## src/rtl/l1c_mem_pkg.sv

```systemverilog
// Shared types and constants for the L1 cache memory responder and its arbiter.
package l1c_mem_pkg;

    typedef enum logic [1:0] {
        IDLE = 2'd0,
        WAIT = 2'd1,
        ACC  = 2'd2,
        RESP = 2'd3
    } state_e;

    localparam logic OWN_I = 1'b0;
    localparam logic OWN_D = 1'b1;

    localparam int DEFAULT_LATENCY = 4;

endpackage

```

## src/rtl/l1c_mem_arb.sv

```systemverilog
// Two-way I/D grant logic. Fixed D-over-I priority by default; defining
// L1C_MEM_RR_EN switches contention handling to round-robin on last-served.
module l1c_mem_arb
    import l1c_mem_pkg::*;
(
    input  logic clk_i,
    input  logic rst_i,
    input  logic i_req_i,
    input  logic d_req_i,
    input  logic take_i,
    output logic gnt_d_o
);

`ifdef L1C_MEM_RR_EN
    logic last_q;
    logic last_d;

    // Starting as I after reset makes D the winner of the first contention.
    assign gnt_d_o = d_req_i && (!i_req_i || (last_q == OWN_I));
    assign last_d  = gnt_d_o ? OWN_D : OWN_I;

    always_ff @(posedge clk_i or posedge rst_i) begin
        if (rst_i) begin
            last_q <= OWN_I;
        end else if (take_i) begin
            last_q <= last_d;
        end
    end
`else
    logic unused_fixed;
    assign unused_fixed = ^{clk_i, rst_i, i_req_i, take_i};
    assign gnt_d_o      = d_req_i;
`endif

endmodule

```

## src/rtl/l1c_mem_responder.sv

```systemverilog
// Memory-side responder for the L1 I/D caches: arbitrates, inserts LATENCY wait
// states and performs one SRAM word access per transaction. Option: L1C_MEM_RR_EN.
module l1c_mem_responder
    import l1c_mem_pkg::*;
#(
    parameter int LATENCY   = DEFAULT_LATENCY,
    parameter int MEM_WORDS = 16384,
    localparam int AW       = $clog2(MEM_WORDS)
) (
    input  logic          clk,
    input  logic          rst,
    input  logic          I_req,
    input  logic [31:0]   I_addr,
    output logic [31:0]   I_out,
    output logic          I_wait,
    input  logic          D_req,
    input  logic [31:0]   D_addr,
    input  logic          D_write,
    input  logic [3:0]    D_wstrb,
    input  logic [31:0]   D_in,
    output logic [31:0]   D_out,
    output logic          D_wait,
    output logic          mem_ce,
    output logic [3:0]    mem_we,
    output logic [AW-1:0] mem_addr,
    output logic [31:0]   mem_wdata,
    input  logic [31:0]   mem_rdata
);

    localparam logic [7:0] LAT8 = 8'(LATENCY);

    state_e        state_q, state_d;
    logic          owner_q, owner_d;
    logic [7:0]    cnt_q, cnt_d;
    logic [AW-1:0] addr_q, addr_d;
    logic          we_q, we_d;
    logic [3:0]    wstrb_q, wstrb_d;
    logic [31:0]   wdata_q, wdata_d;
    logic          take;
    logic          gnt_d;
    logic          resp_i;
    logic          resp_d;

    // Byte-offset bits and bits above the SRAM range are intentionally dropped.
    logic unused_addr;
    assign unused_addr = ^{I_addr[1:0], I_addr[31:AW+2], D_addr[1:0], D_addr[31:AW+2]};

    assign take = (state_q == IDLE) && (I_req || D_req);

    l1c_mem_arb u_arb (
        .clk_i   (clk),
        .rst_i   (rst),
        .i_req_i (I_req),
        .d_req_i (D_req),
        .take_i  (take),
        .gnt_d_o (gnt_d)
    );

    always_ff @(posedge clk or posedge rst) begin
        if (rst) begin
            state_q <= IDLE;
            owner_q <= OWN_I;
            cnt_q   <= '0;
        end else begin
            state_q <= state_d;
            owner_q <= owner_d;
            cnt_q   <= cnt_d;
        end
    end

    always_ff @(posedge clk) begin
        addr_q  <= addr_d;
        we_q    <= we_d;
        wstrb_q <= wstrb_d;
        wdata_q <= wdata_d;
    end

    always_comb begin
        state_d   = state_q;
        owner_d   = owner_q;
        cnt_d     = cnt_q;
        addr_d    = addr_q;
        we_d      = we_q;
        wstrb_d   = wstrb_q;
        wdata_d   = wdata_q;
        mem_ce    = 1'b0;
        mem_we    = 4'h0;
        mem_addr  = '0;
        mem_wdata = '0;
        case (state_q)
            IDLE: begin
                if (take) begin
                    owner_d = gnt_d ? OWN_D : OWN_I;
                    addr_d  = gnt_d ? D_addr[AW+1:2] : I_addr[AW+1:2];
                    we_d    = gnt_d && D_write;
                    wstrb_d = D_wstrb;
                    wdata_d = D_in;
                    cnt_d   = LAT8;
                    state_d = (LAT8 == 8'd0) ? ACC : WAIT;
                end
            end
            WAIT: begin
                cnt_d = cnt_q - 8'd1;
                if (cnt_q <= 8'd1) begin
                    state_d = ACC;
                end
            end
            ACC: begin
                mem_ce   = 1'b1;
                mem_addr = addr_q;
                if (we_q) begin
                    mem_we    = wstrb_q;
                    mem_wdata = wdata_q;
                end
                state_d = RESP;
            end
            RESP: begin
                state_d = IDLE;
            end
            default: begin
                state_d = IDLE;
            end
        endcase
    end

    // Wait is purely combinational on req so a dropped request never reads as stalled.
    assign resp_i = (state_q == RESP) && (owner_q == OWN_I);
    assign resp_d = (state_q == RESP) && (owner_q == OWN_D);
    assign I_wait = I_req && !resp_i;
    assign D_wait = D_req && !resp_d;
    assign I_out  = resp_i ? mem_rdata : 32'h0;
    assign D_out  = (resp_d && !we_q) ? mem_rdata : 32'h0;

endmodule
```

## config.mk

```make
export PLATFORM = sky130hd
export DESIGN_NAME = l1c_mem_responder
export DESIGN_NICKNAME = d
export VERILOG_FILES = /design/src/rtl/l1c_mem_pkg.sv /design/src/rtl/l1c_mem_arb.sv /design/src/rtl/l1c_mem_responder.sv
export SDC_FILE = /design/constraint.sdc
export NUM_CORES = 1
export LEC_CHECK = 0
export CORE_ASPECT_RATIO = 1.5
export CORE_MARGIN = 3
export CORE_UTILIZATION = 30
export CTS_CLUSTER_SIZE = 8
export DETAILED_ROUTE_END_ITERATION = 12
export PLACE_DENSITY = 0.78
export SLEW_MARGIN = 20
export SYNTH_ARGS = -nofsm -noshare
export SYNTH_HDL_FRONTEND = slang
export SYNTH_SLANG_ARGS = --single-unit
export TNS_END_PERCENT = 20
```

## constraint.sdc

```tcl
create_clock -name clk -period 2.4 [get_ports clk]
set_input_delay 0.36 -clock clk [delete_from_list [all_inputs] [get_ports clk]]
set_output_delay 0.36 -clock clk [all_outputs]
set_load 0.01 [all_outputs]
```

Close-up of the layout:
Window x 25 to 65, y 72 to 112 um. Cells in gray, sequential cells in the stronger gray; small squares are vias.
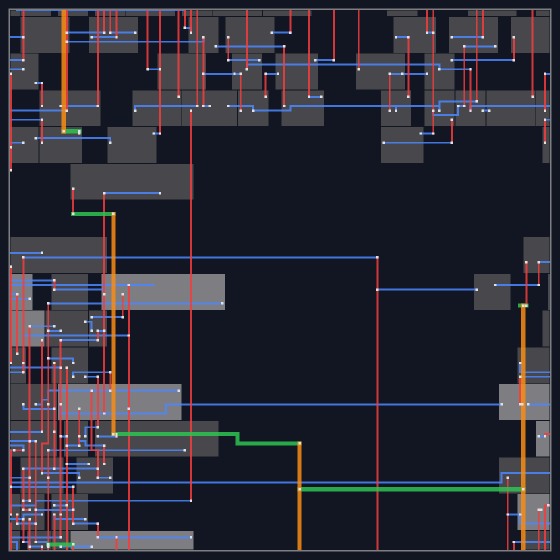
red -> metal 2
green -> metal 3
blue -> metal 1
orange -> metal 4
cells with their middle in the window = 49
most frequent = clkdlybuf4s50_1 (11), and2_1 (9), dlygate4sd2_1 (5)
sequential cells in the window = 3
netlist names of flops here include = `cnt_q` (3)

Sequential cells colored by netlist name:
Scale: 4 px per um. Other sequential cells in the stronger gray, the rest of the logic in the fainter gray.
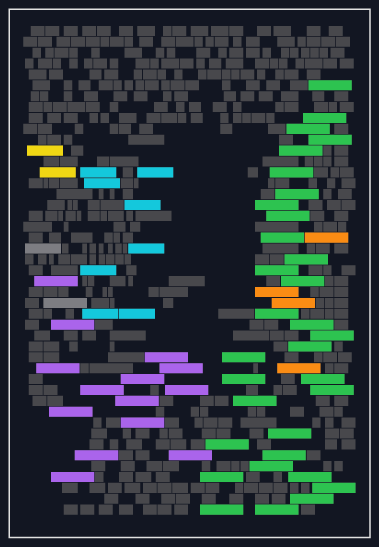
cyan -> `cnt_q`  # flops 8
orange -> `wstrb_q`  # flops 4, where middle right
green -> `wdata_q`  # flops 32, where a column on the right
purple -> `addr_q`  # flops 14
yellow -> `state_q`  # flops 2
not colored = 2
Finished Core Util: 0.584
Power Sequential: 1170 uW
Seq. cell area: 1810 um2

The metal 2 layer:
Scale: 2 px per um. Cells faint in the background.
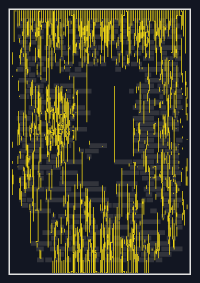
nets with wire on the layer = 539
share of all routed wire = 56%
main direction = vertical
wire length on this layer = 5,710 um
longest straight run = 43.5 um
via count: 2,840
final wirelength: 10,200 um
GR Layer Usage met2: 0.304

Routing congestion:
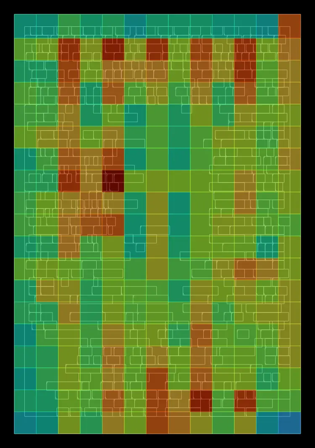
Most Crowded Layer GR: met2
DR WL/cell: 16.0 um
gr usage total: 0.162

Selected gate families:
Scale: 4 px per um.
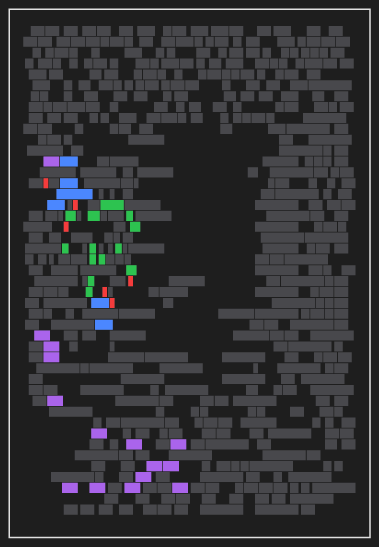
green -> aoi and oai cells  # cells 13, most used o21ai_0, where middle left
purple -> mux cells  # cells 15, most used mux2_2
red -> inv cells  # cells 6, most used inv_1, where middle left
blue -> fa/ha/maj cells  # cells 6, most used ha_1
most frequent logic cell in the layout: clkdlybuf4s50_1
Comb/total area: 0.215
final cell count without fillers: 635

==> results_slide.txt <==
Key Metrics from the Run

Logic synthesis
  • Synth Instances: 268
  • Simple share: 0.281
  • Commonest cells post-synth: and2_1 (80), edfxtp_1 (51), and3_1 (36), clkbuf_1 (15), mux2_2 (14)
  • Syn Area/Cell: 11.8 um2
  • Registers, synthesis: 62
  • Seq share, synth: 0.572
  • Syn. warnings: 0
  • Yosys cell types: 33
  • Comb area leader: simple AND/OR/NAND/NOR gates
  • Yosys cell count: 268
  • Area reported by Yosys stat: 3160 um2
  • Net Count, Synth: 411

Placed design
  • GPL Wtd Cong: 0.762

Critical path
  • Critical path class: reg2out
  • Slowest CP cell: clkdlybuf4s50_1
  • Reg2reg path depth: 7
  • Critical path capture point type: output pin
  • Worst EP required: 2040 ps
  • Worst path bufs/invs: 2
  • Cell Chain, Critical Path: ha_1 -> nand2_1 -> nor2_4 -> buf_6 -> and2_1 -> clkdlybuf4s50_1

Route
  • Vias per cell: 4.47
  • 1st-iter DRT viols: 64
  • DR pass1 iterations: 4

Floorplanning
  • Core area: 10,200 um2
  • Die width: 89.8 um

Global route
  • Vias in the first global route: 2,869
  • Grt ovf: 0

Final timing
  • RSZ-0062 raised after global routing: true
  • Clock Skew: 7.58 ps
  • Setup_tns: 0 ps
  • Max-slew violations: 0
  • Final setup vio count: 0
  • Slew @ Worst Pin: 468 ps

Clocking
  • Clk buf depth: 2
  • Clock sinks: 62

Job
  • Log Warnings: 68
  • Max-Cap Viols: 0

Power
  • Leak: 0.00266 uW

Status
  • Status: completed
## kinds of logic after synthesis
kind of cell,Yosys count
buffers and inverters,24
muxes,15
and+or+nand+nor,144
AOI/OAI and AO/OA,14
DFF,62
xor gates and xnor gates,3
adders and majority gates,6
## routing by layer
metal,track usage,share of wire,vias up
met2,0.304,0.56,99
li1,-,-,1375
met4,0.0588,0.017,0
met5,0,0,-
met3,0.0412,0.054,18
met1,0.175,0.37,1348
## placed cells by master, fill, tap and decap left out, drive strengths merged, types with 2 or more instances in the layout
| cell | n |
|---|---|
| buf | 10 |
| nor2 | 9 |
| xnor2 | 2 |
| nor3 | 2 |
| and2 | 80 |
| or4 | 4 |
| and3 | 36 |
| dlymetal6s2s | 17 |
| dfrtp | 11 |
| dlygate4sd2 | 12 |
| edfxtp | 51 |
| bufinv | 2 |
| inv | 6 |
| ha | 6 |
| mux2 | 15 |
| clkdlybuf4s50 | 188 |
| nor2b | 2 |
| o21ai | 7 |
| clkbuf | 10 |
| clkinv | 4 |
| nand2 | 5 |
## report_power, final
group	internal (uW)	leakage (uW)	switching, uW	total (uW)
combinational	163	0.00193	45.0	208
sequential	1170	0.000580	0	1170
clock	900	0.000150	453	1350
total	2230	0.00266	498	2730
## sequential cells by signal, summed over array words and instances, names as in the netlist
signal / count
we_q: 1
wstrb_q: 4
wdata_q: 32
cnt_q: 8
addr_q: 14
owner_q: 1
state_q: 2
## area by class of cell
type,instances,area [um2],share of cell area
timing repair buffer,228,2350,0.395
tap,141,176,0.0297
clock inverter,7,88.8,0.0149
clock buffer,9,225,0.0379
inverter,6,22.5,0.00379
multi-input combinational,182,1280,0.215
sequential,62,1810,0.304
## worst register-to-register path: stages (launching register included)
cell,delay [ps]
dfrtp_1,360
buf_4,140
inv_1,60
ha_1,280
nor3b_4,220
or4_4,510
or4_1,480
a21oi_1,150
## worst max path at each step
| stage | start | endpoint | slack, ps | depth (start not counted) |
|---|---|---|---|---|
| floorplan | state_q[0]$_DFFE_PP0P_ | addr_q[0]$_DFFE_PP_ | 120 | 5 |
| global placement | D_req | cnt_q[7]$_DFFE_PP0P_ | 140 | 5 |
| detailed placement | D_req | cnt_q[7]$_DFFE_PP0P_ | 110 | 5 |
| CTS | state_q[0]$_DFFE_PP0P_ | mem_wdata[22] | -5 | 5 |
| global route | state_q[0]$_DFFE_PP0P_ | D_out[27] | -40 | 6 |
| finish | state_q[0]$_DFFE_PP0P_ | D_out[0] | 60 | 6 |
## through the flow
step / setup slack (ps) / hold slack (ps) / instances / total power, uW / instance area, um2
6_report: 57.5 / 346 / 635 / 2730 / 5950
5_1_grt: -40.3 / 372 / 635 / 2830 / 5950
3_5_place_dp: 108 / 517 / 616 / 1400 / 5530
3_3_place_gp: 139 / 512 / 616 / 1390 / 5530
4_1_cts: -4.90 / 341 / 632 / 2770 / 5840
2_1_floorplan: 119 / 212 / 268 / 1220 / 3160
## repair_timing
| action | CTS | global route |
|---|---|---|
| gates resized | 15 | 24 |
| endpoints found under the setup margin | 105 | 91 |
| cloned | 0 | 2 |
| setup buffers | 0 | 1 |
Power and IR drop assume default switching activity.
